==> src/rtl/prog_counter.sv <==
// Program counter stage feeding instruction fetch and the branch-target lookup.
// Each RUN cycle the PC restarts, halts, holds on a stall, loads a branch target,
// or increments. It also owns IDLE/RUN/DONE run control and a saturating cycle counter.
//
// Ports:
//   Clk       - system clock, rising-edge active
//   Reset     - asynchronous active-low reset
//   Start     - synchronous (re)start request, highest priority
//   StartAddr - entry address loaded on Start
//   Branch    - branch taken this cycle
//   Target    - absolute branch target, sampled only when Branch=1
//   Stall     - hold the PC this cycle; a concurrent Branch is dropped
//   Halt      - current instruction is halt
//   ProgCtr   - current instruction address
//   Busy      - registered, 1 while in RUN
//   Done      - registered, 1 while in DONE
//   Overflow  - sticky PC wrap flag for the current run
//   CycleCnt  - cycles spent in RUN since the last Start, saturating
module prog_counter #(
  parameter int unsigned D = 10,
  parameter int unsigned C = 16
) (
  input  logic         Clk,
  input  logic         Reset,
  input  logic         Start,
  input  logic [D-1:0] StartAddr,
  input  logic         Branch,
  input  logic [D-1:0] Target,
  input  logic         Stall,
  input  logic         Halt,
  output logic [D-1:0] ProgCtr,
  output logic         Busy,
  output logic         Done,
  output logic         Overflow,
  output logic [C-1:0] CycleCnt
);

  typedef enum logic [1:0] {StIdle, StRun, StDone} state_e;

  state_e       state_q, state_d;
  logic [D-1:0] pc_q, pc_d;
  logic         ovf_q, ovf_d;
  logic [C-1:0] cnt_q, cnt_d;
  logic         busy_q, done_q;

  // Extra bit catches the wrap from 2^D-1 to 0.
  logic [D:0]   pc_sum;

  assign pc_sum = {1'b0, pc_q} + {{D{1'b0}}, 1'b1};

  always_comb begin
    state_d = state_q;
    pc_d    = pc_q;
    ovf_d   = ovf_q;
    cnt_d   = cnt_q;
    if (Start) begin
      state_d = StRun;
      pc_d    = StartAddr;
      ovf_d   = 1'b0;
      cnt_d   = '0;
    end else begin
      unique case (state_q)
        StRun: begin
          // Counts every RUN cycle, including stall and halt cycles.
          if (cnt_q != {C{1'b1}}) begin
            cnt_d = cnt_q + {{(C-1){1'b0}}, 1'b1};
          end
          if (Halt) begin
            state_d = StDone;
          end else if (Stall) begin
            pc_d = pc_q;
          end else if (Branch) begin
            pc_d = Target;
          end else begin
            pc_d = pc_sum[D-1:0];
            if (pc_sum[D]) begin
              ovf_d = 1'b1;
            end
          end
        end
        StIdle, StDone: ;
        default: state_d = StIdle;
      endcase
    end
  end

  always_ff @(posedge Clk or negedge Reset) begin
    if (!Reset) begin
      state_q <= StIdle;
      pc_q    <= '0;
      ovf_q   <= 1'b0;
      cnt_q   <= '0;
      busy_q  <= 1'b0;
      done_q  <= 1'b0;
    end else begin
      state_q <= state_d;
      pc_q    <= pc_d;
      ovf_q   <= ovf_d;
      cnt_q   <= cnt_d;
      busy_q  <= (state_d == StRun);
      done_q  <= (state_d == StDone);
    end
  end

  assign ProgCtr  = pc_q;
  assign Busy     = busy_q;
  assign Done     = done_q;
  assign Overflow = ovf_q;
  assign CycleCnt = cnt_q;

endmodule

==> config.mk <==
export PLATFORM = sky130hd
export DESIGN_NAME = prog_counter
export DESIGN_NICKNAME = d
export VERILOG_FILES = /design/src/rtl/prog_counter.sv
export SDC_FILE = /design/constraint.sdc
export NUM_CORES = 1
export LEC_CHECK = 0
export CAP_MARGIN = 20
export CORE_MARGIN = 1
export CORE_UTILIZATION = 52
export DETAILED_ROUTE_END_ITERATION = 6
export GPL_TIMING_DRIVEN = 0
export PLACE_DENSITY = 0.93
export SYNTH_ARGS = -nofsm -noshare
export SYNTH_HDL_FRONTEND = slang
export SYNTH_SLANG_ARGS = --single-unit
==> constraint.sdc <==
create_clock -name Clk -period 5.49 [get_ports Clk]
set_input_delay 0.8235 -clock Clk [delete_from_list [all_inputs] [get_ports Clk]]
set_output_delay 0.8235 -clock Clk [all_outputs]
set_load 0.01 [all_outputs]
==> reports/metrics.csv, run 1 <==
stage,metric,value,unit
status,outcome,"finished, final reports clean",
sta,period_used_share,45.20,%
sta,setup_viol,0,
synthesis,yosysUniqueCellTypes,48,
placed_design,globalplace.congestion,0.8545,
run,max_cap_violations,0,
global_route,met1_usage,35.88,%
synthesis,edf_count,0,
global_route,use_met3,6.703,%
sta,fin_skew,0.009602,ns
worst_setup_path,worstPathRequired,5.66,ns
route,routed_wl,5114,um
worst_setup_path,arrival,2.65,ns
die,fp-utilization,56.17,%
worst_setup_path,startpoint_type,input port,
global_route,grt_antenna_before_repair,0,
worst_setup_path,worstRegToRegCells,6,
global_route,first_global_vias,1802,
clock_network,cts-root-buf,clkbuf_8,
synthesis,yosysTopAreaCell,dfrtp_1,
route,drt-initial-drc-count,147,
run_1/clocks.png
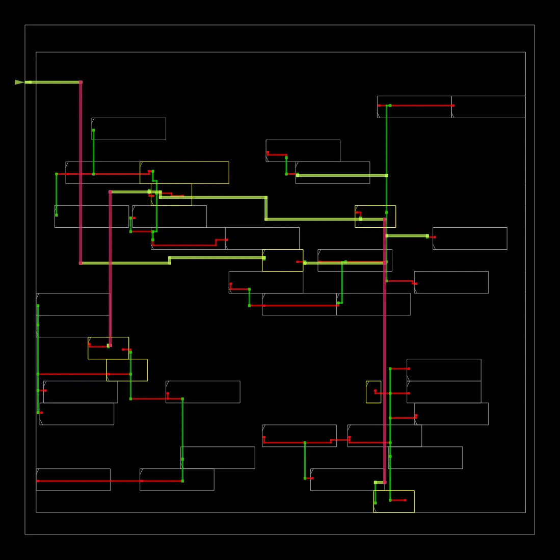
clk latency late pin: 0.30 ns
Clk. pwr: 235 uW
clock buf count: 6
flop count: 31

run_1/logic_types.png
(6 px per um)
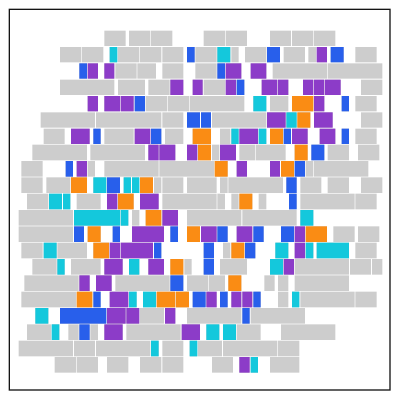
| colour | family | cells | most used |
|---|---|---|---|
| cyan | NOR gates | 31 | nor2_1 |
| purple | inverting AOI/OAI gates | 56 | a21oi_1 |
| blue | NAND gates | 38 | nand2_1 |
| orange | AND and OR gates | 23 | and3_1 |
most frequent logic cell in the layout: clkdlybuf4s50_1
Comb/total area: 40.81%
Layout Cells excl Fill: 322

run_1/io_placement.png
(6 px per um) Pins as bars across the die edge, other pins in grey.
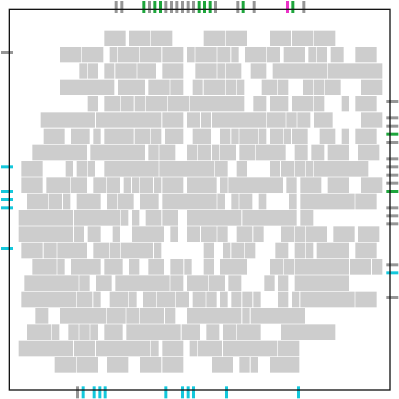
| colour | port | pins | direction | edge |
|---|---|---|---|---|
| green | `Target` | 10 | input | 8 north, 2 east |
| cyan | `CycleCnt` | 16 | output | 10 south, 5 west, 1 east |
| magenta | `Branch` | 1 | input | north |
all pins by edge: 22 north, 16 east, 11 south, 6 west
Die X-Extent: 63.21 um
die extent in y: 63.21 um
input/output buffers: 53

==> run 2, diff against run 1 <==
- CORE_UTILIZATION: 52 -> 48
- PLACE_DENSITY: 0.93 -> 0.87
- clock period: 5.49 -> 2.5 ns (I/O delays scaled with it)
run_2/io_placement.png
(6 px per um) Pins as bars across the die edge, other pins in grey.
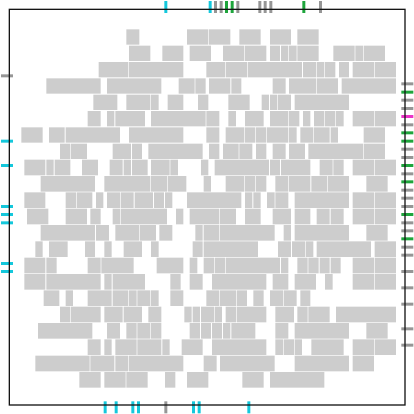
| colour | port | pins | direction | edge |
|---|---|---|---|---|
| green | `Target` | 10 | input | 7 east, 3 north |
| cyan | `CycleCnt` | 16 | output | 7 south, 7 west, 2 north |
| magenta | `Branch` | 1 | input | east |
all pins by edge: 27 east, 12 north, 8 west, 8 south
Die X-Extent: 65.71 um
die extent in y: 65.71 um

==> reports/metrics.csv, run 2 <==
stage,metric,value,unit
status,outcome,"finished, final reports clean",
worst_setup_path,startpoint_type,flop,
synthesis,yosysUniqueCellTypes,48,
sta,fin_skew,0.007633,ns
sta,setup_viol,0,
global_route,met1_usage,32.89,%
worst_setup_path,worstPathRequired,2.67,ns
synthesis,edf_count,0,
pwr,total_power,1.213,mW
run,max_cap_violations,0,
synthesis,ys.warnings.count,0,
placed_design,io_buffers,53,
layout,clock_buffers,6,
clock_network,cts-root-buf,clkbuf_8,
worst_setup_path,arrival,2.31,ns
pwr,clock_power,404,uW
global_route,first_global_vias,1873,
layout,fin_cells,324,
layout,seq_cell_count,31,
route,routed_wl,5286,um
route,drt-initial-drc-count,187,
sta,period_used_share,85.38,%
layout,sh_comb_area,40.74,%
clock_network,clock_latency,0.29,ns
worst_setup_path,cp_top_family,flip-flops,
layout,layout_top_cell,clkdlybuf4s50_1,
placed_design,globalplace.congestion,0.8883,
global_route,grt_antenna_before_repair,0,
global_route,use_met3,7.465,%
synthesis,yosysTopAreaCell,dfrtp_1,
==> run 3, diff against run 2 <==
- clock period: 2.5 -> 2.1 ns (I/O delays scaled with it)
run_3/clocks.png
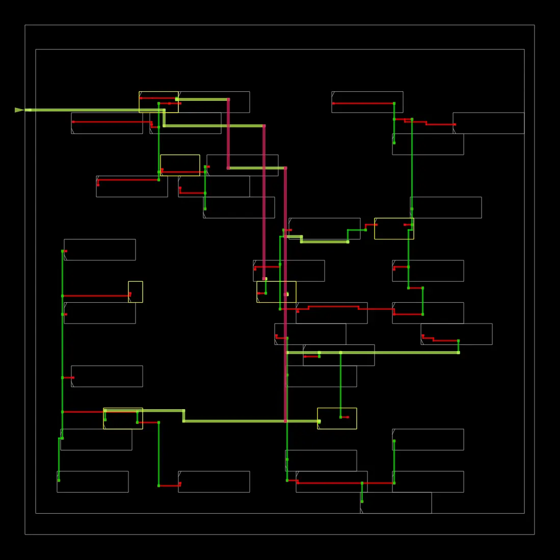
clk_skew: 0.007981 ns
Clk. pwr: 484 uW
clk latency late pin: 0.29 ns
Clock Sinks: 31

==> reports/metrics.csv, run 3 <==
stage,metric,value,unit
sta,period_used_share,97.53,%
layout,sh_comb_area,40.79,%
clock_network,cts_buffer_depth,2,
worst_setup_path,cp_top_family,flip-flops,
synthesis,compound_area_share,20.81,%
global_route,grt_start_max_net_pins,19,
pwr,total_power,1.448,mW
synthesis,ys.warnings.count,0,
synthesis,ys_seq_share,39.82,%
synthesis,netlist_area,1948,sq um
layout,fin_cells,323,
worst_setup_path,startpoint_type,flop,
status,outcome,"finished, final reports clean",
layout,clock_buffers,6,
synthesis,yosysUniqueCellTypes,48,
worst_setup_path,arrival,2.22,ns
clock_network,cts-root-buf,clkbuf_8,
worst_setup_path,worstRegToRegCells,5,
layout,area_delta_synth_final,36.03,%
global_route,met1_usage,32.89,%
die,die_h,65.71,um
global_route,first_global_vias,1871,
route,drt-initial-drc-count,190,
die,die_x,65.71,um
synthesis,edf_count,0,
die,fp-utilization,51.66,%
worst_setup_path,worstPathRequired,2.27,ns
layout,layout_top_cell,clkdlybuf4s50_1,
run,max_cap_violations,0,
die,ios,55,
die,core_area,3771,sq um
global_route,use_met3,7.465,%
synthesis,yosysTopAreaCell,dfrtp_1,
placed_design,globalplace.congestion,0.8883,
sta,setup_viol,0,
global_route,grt_antenna_before_repair,0,
sta,maxSlewHeadroom,48.72,%
synthesis,syn_nets,243,
Power is estimated from default activity; no workload was simulated.
